--- src/rtl/reg8file_pkg.sv ---
// Shared default sizing for the reg8file register file and its cells.
package reg8file_pkg;
  localparam int unsigned DEF_DATA_W = 8;
  localparam int unsigned DEF_NREGS  = 8;
  localparam int unsigned DEF_SEL_W  = $clog2(DEF_NREGS);
endpackage

--- src/rtl/reg8file_if.sv ---
// Write/read port bundle of the register file; the top acts as slave.
interface reg8file_if
  import reg8file_pkg::*;
#(
  parameter int unsigned DATA_W = DEF_DATA_W,
  parameter int unsigned SEL_W  = DEF_SEL_W
);
  logic              en;
  logic [SEL_W-1:0]  wsel;
  logic [DATA_W-1:0] d;
  logic [SEL_W-1:0]  rsel;
  logic [DATA_W-1:0] q;

  modport master (output en, output wsel, output d, output rsel, input q);
  modport slave  (input en, input wsel, input d, input rsel, output q);
endinterface

--- src/rtl/reg8_cell.sv ---
// One DATA_W-bit storage register; synchronous clear beats load.
module reg8_cell
  import reg8file_pkg::*;
#(
  parameter int unsigned DATA_W = DEF_DATA_W
) (
  input  logic              clk,
  input  logic              clr,
  input  logic              en,
  input  logic [DATA_W-1:0] d,
  output logic [DATA_W-1:0] q
);
  logic [DATA_W-1:0] data_q;
  logic [DATA_W-1:0] data_d;

  always_comb begin
    data_d = data_q;
    if (en) data_d = d;
  end

  always_ff @(posedge clk) begin
    if (clr) data_q <= '0;
    else     data_q <= data_d;
  end

  assign q = data_q;
endmodule

--- src/rtl/reg8file.sv ---
// NREGS x DATA_W register file: one-hot write decode into reg8_cell
// instances and a combinational read mux with no write bypass.
module reg8file
  import reg8file_pkg::*;
#(
  parameter int unsigned DATA_W = DEF_DATA_W,
  parameter int unsigned NREGS  = DEF_NREGS
) (
  input logic       clk,
  input logic       clr,
  reg8file_if.slave bus
);
  localparam int unsigned SEL_W = $clog2(NREGS);

  logic [NREGS-1:0]  cell_en;
  logic [DATA_W-1:0] cell_q [NREGS];

  // Write decoder: at most one cell enabled per cycle.
  always_comb begin
    cell_en = '0;
    if (bus.en) cell_en[bus.wsel] = 1'b1;
  end

  for (genvar i = 0; i < NREGS; i++) begin : g_cell
    reg8_cell #(.DATA_W(DATA_W)) u_cell (
      .clk (clk),
      .clr (clr),
      .en  (cell_en[i]),
      .d   (bus.d),
      .q   (cell_q[i])
    );
  end

  // NREGS is a power of two, so every rsel selects a real cell.
  assign bus.q = cell_q[bus.rsel];
endmodule

--- src/flat_wrapper.sv ---
// flat-port wrapper written by rule: the top's interface ports become plain ports
module reg8file_flat import reg8file_pkg::*;
#(
  parameter int unsigned DATA_W = DEF_DATA_W,
  parameter int unsigned NREGS  = DEF_NREGS
)
  (clk, clr, bus_en, bus_wsel, bus_d, bus_rsel, bus_q);
  reg8file_if #(.DATA_W(DATA_W)) bus_i ();
  input logic clk;
  input logic clr;
  input wire logic [$bits(bus_i.en)-1:0] bus_en;
  input wire logic [$bits(bus_i.wsel)-1:0] bus_wsel;
  input wire logic [$bits(bus_i.d)-1:0] bus_d;
  input wire logic [$bits(bus_i.rsel)-1:0] bus_rsel;
  output wire logic [$bits(bus_i.q)-1:0] bus_q;
  assign bus_i.en = bus_en;
  assign bus_i.wsel = bus_wsel;
  assign bus_i.d = bus_d;
  assign bus_i.rsel = bus_rsel;
  assign bus_q = bus_i.q;
  reg8file #(.DATA_W(DATA_W), .NREGS(NREGS)) u_core (.clk(clk), .clr(clr), .bus(bus_i));
endmodule
--- config.mk ---
export PLATFORM = sky130hd
export DESIGN_NAME = reg8file_flat
export DESIGN_NICKNAME = d
export VERILOG_FILES = /design/src/rtl/reg8file_pkg.sv /design/src/rtl/reg8file_if.sv /design/src/rtl/reg8_cell.sv /design/src/rtl/reg8file.sv /design/src/flat_wrapper.sv
export SDC_FILE = /design/constraint.sdc
export NUM_CORES = 1
export LEC_CHECK = 0
export CAP_MARGIN = 15
export CORE_MARGIN = 5
export CORE_UTILIZATION = 55
export CTS_CLUSTER_SIZE = 40
export DETAILED_ROUTE_END_ITERATION = 7
export GPL_TIMING_DRIVEN = 0
export PLACE_DENSITY = 0.72
export RECOVER_POWER = 50
export SETUP_SLACK_MARGIN = 0.15
export SYNTH_ARGS = -nofsm -noshare
export SYNTH_HDL_FRONTEND = slang
export SYNTH_HIERARCHICAL = 1
export SYNTH_SLANG_ARGS = --single-unit
--- constraint.sdc ---
create_clock -name clk -period 1.7 [get_ports clk]
set_input_delay 0.255 -clock clk [delete_from_list [all_inputs] [get_ports clk]]
set_output_delay 0.255 -clock clk [all_outputs]
set_load 0.1 [all_outputs]
### Gate-type map, run 1

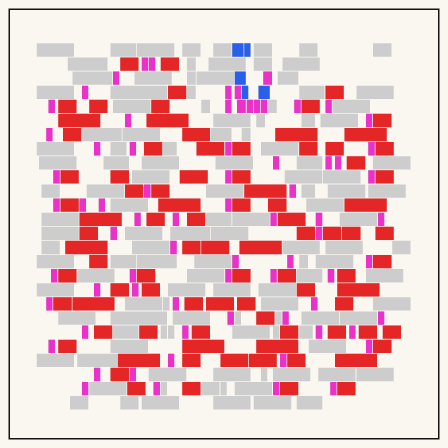
colour	family	cells	most used
blue	NAND gates	5	nand2b_1
magenta	NOR gates	72	nor2_1
red	multiplexers	88	mux2i_1

### Local utilization, run 1

The die is cut into 8 by 8 equal tiles; white is low, dark blue is high, 0 to 100% covered.
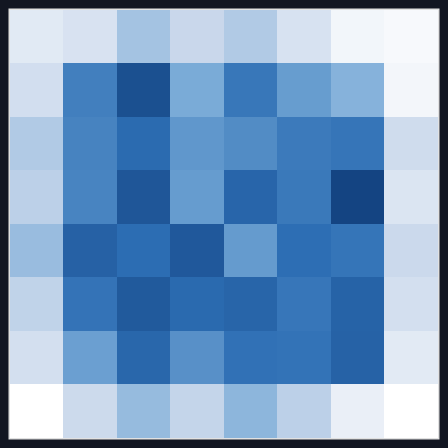
emptiest ninth of the die	upper right
tiles over 75% full	22%
fullest tile	92%
nearly empty tiles	3.1%
densest ninth of the die	centre
mean over tiles	49%

==> metrics.cfg, run 1 <==
[run_status]
status = finished, violations left
violations = setup timing

[power_and_ir_drop]
powerDensity_nw_per_um2 = 962.2
seq_power_share_pct = 46.8
p_seq_mw = 1.55
internal-power_mw = 2.503
pg_clk_mw = 1.42
totalPowerFinal_mw = 3.306
top_power_group = registers
p_clk_share_pct = 43.1
power_switching_uw = 802.8

[routing]
drtIter0Drc = 89
vias = 1845
drc = 0
ant_nets = 0
via_per_inst = 5.183
wl_um = 6270

[floorplanning]
rows = 26
fp.coreArea_um2 = 5107
die_area_um2 = 6807
tap_cells = 70
ios = 25
die_y_um = 82.51
die-width_um = 82.51

[synth]
ys_types = 14
yosysWarningCount = 6
synth.avg_cell_area_um2 = 11.57
mappedNetlistArea_um2 = 2892
edf_count = 0
top_area_share_pct = 44.31
top_cells_by_area = dfxtp_1 (44%), mux2i_1 (22%), mux4_1 (14%)
ys_cells = 250
yosysTopAreaCell = dfxtp_1
fp_nets = 267
ys_area_um2 = 2892
synth.most_common_cell = nor2_1

[global_routing]
grt_pass1_wl_um = 9998
grt.overflow.total = 0
grt_usage_pct = 20.90

[timing]
setup_viol = 8
worst_pin_slew_ps = 632.8
slew_headroom_pct = 57.81
setup_ws_ps = -172.6
maxSlewViolCount = 0
fin_tns_setup_ps = -1233
finalHoldViolations = 0
rsz0062_at_grt = true
period_used_pct = 110.2
fin_crit_ps = 1873

[worst_setup_path]
crit_required_ps = 1440
cp_max_fo = 2
crit_chain = mux4_2 -> mux2_4 -> buf_12
worst_setup_path_end_kind = output port
cp.depth = 3
rrSetupSlack_ps = 1050
arrival_ps = 1620
slowest_delay_ps = 480
cp-endpoint = bus_q[4]
reg2reg_depth = 2

[placement]
dpl.cell_count = 340

[cts]
cts_htree_levels = 3
cts_sinks = 64
postCtsResizedCells = 80
cts_setup_buffers = 0
clkTransAtPathRegs_ps = 70
numCtsBuffers = 9

[min_path]
hold_class = in -> reg
worstHoldEndpoint = u_core/g_cell[1].u_cell/q[5]
hold_depth = 2

[final_layout]
num_antenna_cells = 0
largest_register_ffs = 64
nets = 298
fin_cells = 356
flops = 64
seq_share_pct = 37.51
layout.area.comb_um2 = 1420
comb.multi_input.count = 165
n_fill_cell = 408

### Routing congestion, run 1

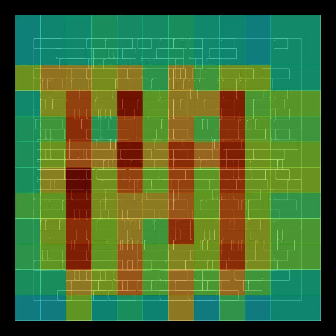
layer with the highest usage: met2
GR Layer Usage met1: 25.88%
routed len/inst: 17.61 µm

## run 1: placed cells by master, fill, tap and decap left out, types with 3 or more instances in the layout
master,Yosys,final
buf_1,9,9
buf_12,1,10
clkbuf_2,0,7
clkbuf_8,0,9
clkdlybuf4s50_1,0,11
clkinvlp_4,0,3
dfxtp_1,64,58
dfxtp_2,0,6
mux2_4,0,8
mux2i_1,64,64
mux4_2,1,16
nand2b_1,3,3
nor2_1,70,70
## run 1: metal layers
metal,routed length [µm],up-vias,GRT usage (%)
li1,-,927,-
met1,2961,896,25.88
met2,3124,15,35.34
met3,108,7,3.579
met4,74,0,9.804
met5,0,-,0
## run 1: logic make-up after synthesis
kind of cell,Yosys count,share of synthesized area (%)
buf+inv,21,5.668
flops,64,44.31
mux,88,39.68
simple gates,77,10.34
### Signal wires on met2, run 1

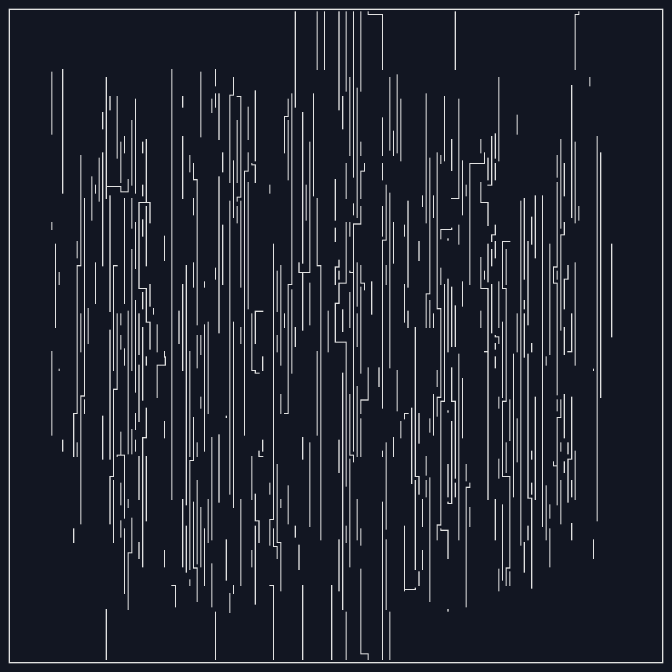

## Run 2: what changed since run 1
--- a/config.mk
+++ b/config.mk
@@ -6,6 +6,7 @@
 export NUM_CORES = 1
 export LEC_CHECK = 0
 export CAP_MARGIN = 15
+export CORE_ASPECT_RATIO = 0.9
 export CORE_MARGIN = 5
 export CORE_UTILIZATION = 55
 export CTS_CLUSTER_SIZE = 40
### Signal wires on met2, run 2

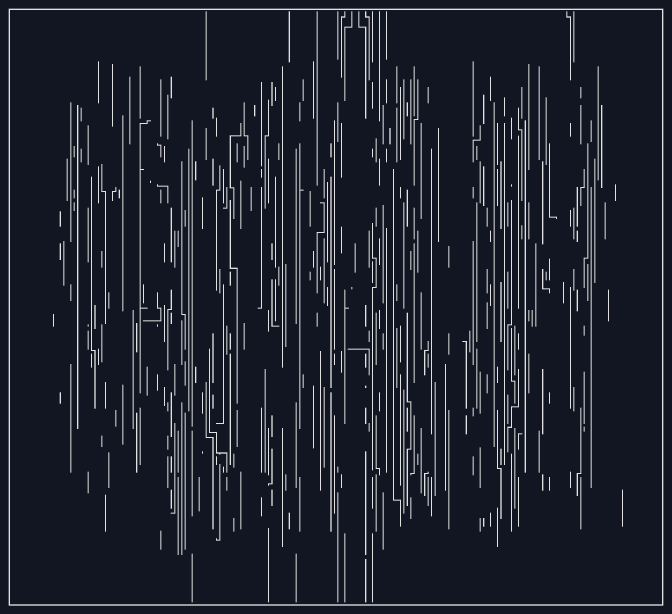
share of all routed wire	49%
longest straight run	46.6 µm
main direction	vertical
wire length on this layer	2940 µm

### Local utilization, run 2

The die is cut into 9 by 8 equal tiles; white is low, dark blue is high, 0 to 100% covered.
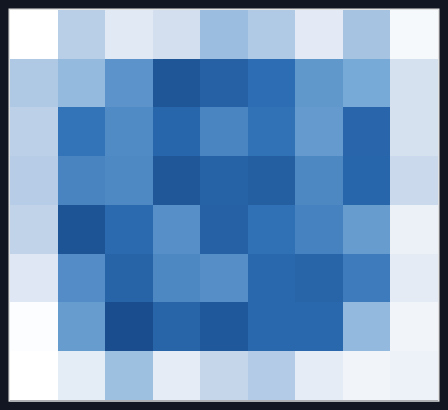
fp util: 55.69%
CORE AREA: 5192 µm²

==> run 2 against run 1 <==
Compared with the run above:
- the run still ends with setup timing left
- sequential power barely moved
- first-iteration DRC count grew 5.6%
- setup slack better by 14 ps
- clock skew stayed put
- combinational power about the same
- via count grew 1.5%
- critical path depth is the same
- synthesized area is the same
- critical endpoint is now bus_q[2]
==> metrics.cfg, run 2 <==
[synth]
top_cells_by_area = dfxtp_1 (44%), mux2i_1 (22%), mux4_1 (14%)
synth.avg_cell_area_um2 = 11.57
synth.cellmix.simpleShare_pct = 10.34
ys_cells = 250
aoi_share_pct = 0
mappedNetlistArea_um2 = 2892
yosysTopAreaCell = dfxtp_1
top_area_share_pct = 44.31
synth.most_common_cell = nor2_1
mux_share_pct = 39.68
fp_nets = 267
synthAdderAreaFrac_pct = 0
edf_count = 0
logic_family = multiplexers
ys_area_um2 = 2892
ys_types = 14
xor_share_pct = 0

[routing]
via_per_inst = 5.276
drc = 0
highest_layer = met4
vias = 1873
ant_nets = 0
drtIter0Drc = 94
wl_um = 6006
wl_per_cell_um = 16.92
met3_length_um = 195
drt-met1-wl_um = 2830
wl_met2_um = 2944

[min_path]
worstHoldEndpoint = u_core/g_cell[7].u_cell/q[4]
hold_class = in -> reg
hold_depth = 2

[worst_setup_path]
reg2reg_depth = 3
cp_max_fo = 2
worst_setup_path_end_kind = output port
crit_required_ps = 1440
rrSetupSlack_ps = 950
arrival_ps = 1600
cp-endpoint = bus_q[2]

[timing]
setup_viol = 8
worst_pin_slew_ps = 623.1
slew_headroom_pct = 58.46
fin_tns_setup_ps = -1184
setup_ws_ps = -158.5
hold_ws_ps = 281.3
finalHoldViolations = 0
rsz0062_at_grt = true
fin_crit_ps = 1858
fmax_mhz = 538.1
maxSlewViolCount = 0

[cts]
cts_htree_levels = 3
clkTransAtPathRegs_ps = 70
cts_sinks = 64
numCtsBuffers = 9

[floorplanning]
ios = 25
die_area_um2 = 6809
die-width_um = 86.43
rows = 25
die_y_um = 78.79

[final_layout]
n_fill_cell = 425
num_antenna_cells = 0
layout_top_cell = nor2_1
nets = 300
largest_register_ffs = 64
final_cell_mix = nor2_1 (70), mux2i_1 (64), dfxtp_1 (57)
layout.area.comb_um2 = 1420
fin_cells = 355

[global_routing]
grt_usage_pct = 19.38
grt.overflow.total = 0
gr-max-usage-layer = met2
grt_pass1_wl_um = 9853
grtUsageMet3_pct = 6.535

[run_status]
status = finished, violations left
violations = setup timing

[power_and_ir_drop]
powerDensity_nw_per_um2 = 908.5

[placement]
dpl.cell_count = 337

run 2: area by class of cell:
type | count | share of cell area, %
plain buffers | 21 | 3.898
clock buffers | 12 | 3.972
clock inverters | 4 | 1.324
multi-input cells | 165 | 41.74
flip-flops and latches | 64 | 37.92
well taps | 67 | 2.464
repair buffers | 22 | 8.680
run 2: report_power, final:
group	internal (mW)	switching, mW
Sequential	1.53	0.0150
Clock	0.671	0.541
Combinational	0.148	0.183
run 2: repair_timing:
item	CTS	global route
gates resized	80	6
setup buffers	1	1
setup endpoints to repair	8	8
endpoints found under the hold margin	0	0
run 2: worst max-delay path: stages (launching register included):
cell and delay (ps):
dfxtp_2 320, mux4_2 480, mux2_4 300, buf_12 170
Power and IR drop assume default switching activity.
